==> images/layer_met1.png <==
Scale bar: 20 um.
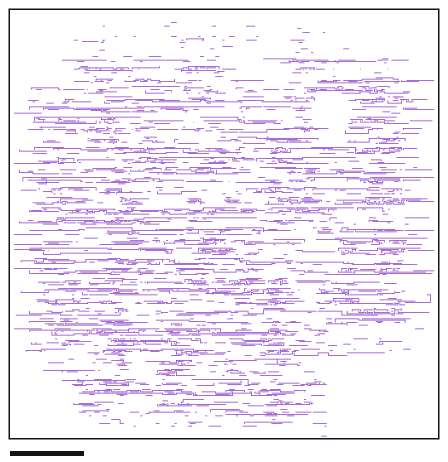
==> images/layer_met2.png <==
Scale bar: 20 um. Cells faint in the background.
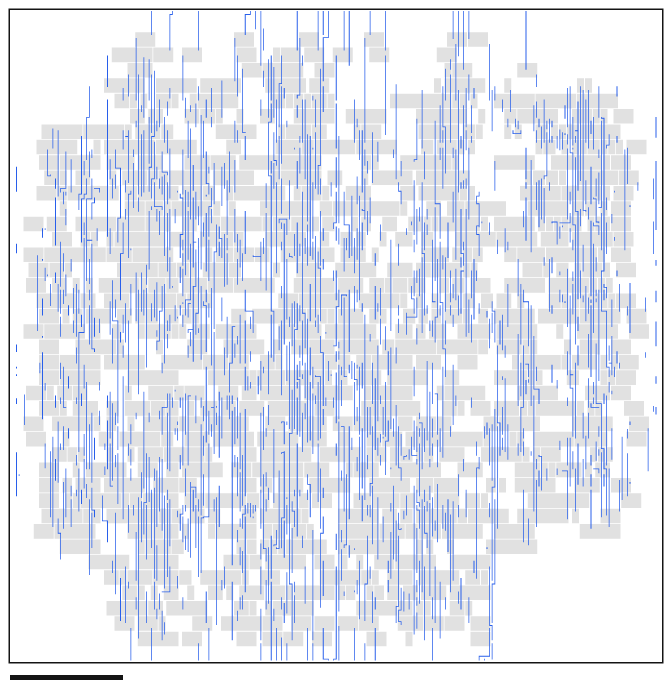
==> images/layer_met3.png <==
Scale bar: 20 um. Cells faint in the background.
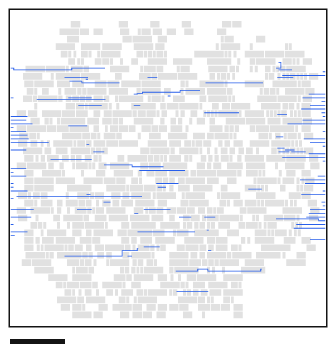
Design mix_char_convert_flat, sky130hd; sources not shown.
==> out/highlights.md <==
- result of the run: finished clean
- family with the most delay on the worst path: buffers and inverters
- count of different cell masters after synthesis: 33
- post-synthesis instance area: 6200 um^2
- hold_buf cts: 0
- Placed Cells: 919
- total clock sinks: 137
- reported leakage power: 2.97 nW
- Yosys warning total: 0
- number of flip-flops under the largest register name: 60
- portion of the post-synthesis area used by sequential elements: 0.442
- count of maximum capacitance violations: 0
- htree depth: 4
- CTS clk-pin slew, worst paths: 0.05 ns
- Setup Crit Path Kind: reg2out
- count of library flops with an enable pin: 0
- horizontal die dimension: 115 um
- number of rows in the core area: 40
- fraction of the core area occupied by cells at floorplan: 0.514
- DP HPWL: 9160 um
- number of warning messages in the logs: 54
- cell type of the slowest stage on the worst timing path: sky130_fd_sc_hd__clkdlybuf4s50_1
- CP Data Arrival Time: 1.63 ns
- sort of element at the start of the critical path: flop
- share of cells above drive strength 1: 0.0702
- Core Footprint: 12100 um^2
- final-stage net count: 862
- number of global-route vias before repair: 5101
- clock buffers created by TritonCTS: 17
- total gr overflow: 0
- Worst Setup End Kind: output pin
- filler-free cell count of the finished design: 951
- global-route usage over all layers: 0.226
- pin count of the biggest net entering global routing: 97
- Hold Crit Class: in2reg
- Die Y-Extent: 115 um
- CP required: 2.16 ns
- commonest cells in the synthesized netlist: 137 x sky130_fd_sc_hd__dfxtp_1, 131 x sky130_fd_sc_hd__nor2_1, 59 x sky130_fd_sc_hd__ha_1, 45 x sky130_fd_sc_hd__a21oi_1, 43 x sky130_fd_sc_hd__inv_1
- Async SR Flop Fraction: 0
- portion of the clock cycle consumed by the worst path in the final layout: 0.803
- maximum clock skew at final layout: 0.00447 ns
- Die Size: 13300 um^2
- final count of pins violating max slew: 0
- 1st-pass router iterations: 4
- top-level port count: 94
- area of the synthesized netlist per yosys stat: 6200 um^2
- Yosys Instances: 691
- Syn Inst Count: 691
- final critical path time including I/O delays and setup: 2.17 ns
- Clock Root Buffer: sky130_fd_sc_hd__clkbuf_16
- Worst Hold Path Cells: 2
- unrepaired setup endpoints after global routing: false
- setup slack, reg-to-reg: 0.61 ns
- first-pass GRT wire length: 24000 um
- Pwr per Cell Area: 686 nW/um^2
- synthesized area divided by synthesized cell count: 8.98 um^2
- synthesized flop and latch total: 137
- clock tree from TritonCTS: built
- fraction of synthesized cell area taken by the top area cell type: 0.442
## Picture notes: layer_met1.png
wire length on this layer	6550 um
main direction	horizontal
nets with wire on the layer	764
share of all routed wire	46%
longest straight run	28.5 um
final wirelength: 14300 um
global routing met1 resource utilization: 0.290
via total after detailed routing: 5194

## Picture notes: layer_met2.png
share of all routed wire	47%
wire length on this layer	6780 um
longest straight run	33.5 um
nets with wire on the layer	708
main direction	vertical
global-route track usage on met2: 0.365

## Picture notes: layer_met3.png
nets with wire on the layer	87
share of all routed wire	5.3%
longest straight run	45.5 um
GR Util met3: 0.0664

-- layer usage --
layer	GRT usage	wire length, um	vias up
li1	-	-	2583
met1	0.290	6550	2454
met2	0.365	6780	142
met3	0.0664	750	15
met4	0.0747	190	0
met5	0	0	-
-- report_power, final --
group | total, W | internal (W) | leakage, nW | switching (W)
Sequential | 0.00224 | 0.00216 | 1.12 | 0.0000873
Clock | 0.00232 | 0.00150 | 0.299 | 0.000819
Combinational | 0.000836 | 0.000304 | 1.55 | 0.000532
-- area by class of cell --
cell class	count	area, um^2
fillers	953	4190
multi-input cells	469	3130
flip-flops and latches	137	2740
repair buffers	102	1020
clock buffers	25	515
well taps	168	210
inverters	43	161
clock inverters	7	87.6
-- stage by stage --
step           hold WS, ns  setup WS [ns]  cell area [um^2]   util  total power (W)
6_report             0.331          0.531              7870  0.652          0.00540
5_1_grt              0.314          0.413              7870  0.652          0.00562
4_1_cts              0.316          0.498              7870  0.652          0.00543
3_5_place_dp         0.438          0.604              7270  0.602          0.00312
3_3_place_gp         0.434          0.630              7270  0.602          0.00310
2_1_floorplan        0.414          0.968              6200      -          0.00285
-- cell usage in the layout (no fill, tap or decap), types with 11 or more instances in the layout --
cell type                         Yosys  layout
sky130_fd_sc_hd__nor4_1              28      28
sky130_fd_sc_hd__inv_1               43      43
sky130_fd_sc_hd__nor2b_1             11      11
sky130_fd_sc_hd__a21oi_1             45      43
sky130_fd_sc_hd__clkdlybuf4s50_1      0      92
sky130_fd_sc_hd__clkbuf_16            0      17
sky130_fd_sc_hd__o22ai_1             20      20
sky130_fd_sc_hd__ha_1                59      59
sky130_fd_sc_hd__dfxtp_1            137     137
sky130_fd_sc_hd__nor2_1             131     131
sky130_fd_sc_hd__xnor2_1             11      11
sky130_fd_sc_hd__a211oi_1            38      38
sky130_fd_sc_hd__mux2i_1             12      12
sky130_fd_sc_hd__nand2_1             37      37
-- worst reg2reg max path: cells and delay by family (launching register included) --
kind	cells	cell delay, ns
AND/OR/NAND/NOR	3	0.96
buffers and inverters	2	0.37
flip-flops	1	0.33
adder cells (fa/ha/maj)	1	0.23
AND-OR/OR-AND	1	0.06
-- kinds of logic after synthesis --
logic type / share of synthesized area
xor gates and xnor gates: 0.0155
adders and majority gates: 0.119
DFF: 0.442
AOI/OAI and AO/OA: 0.163
and+or+nand+nor: 0.186
muxes: 0.0194
buffers and inverters: 0.0553
Power is estimated from default activity; no workload was simulated.
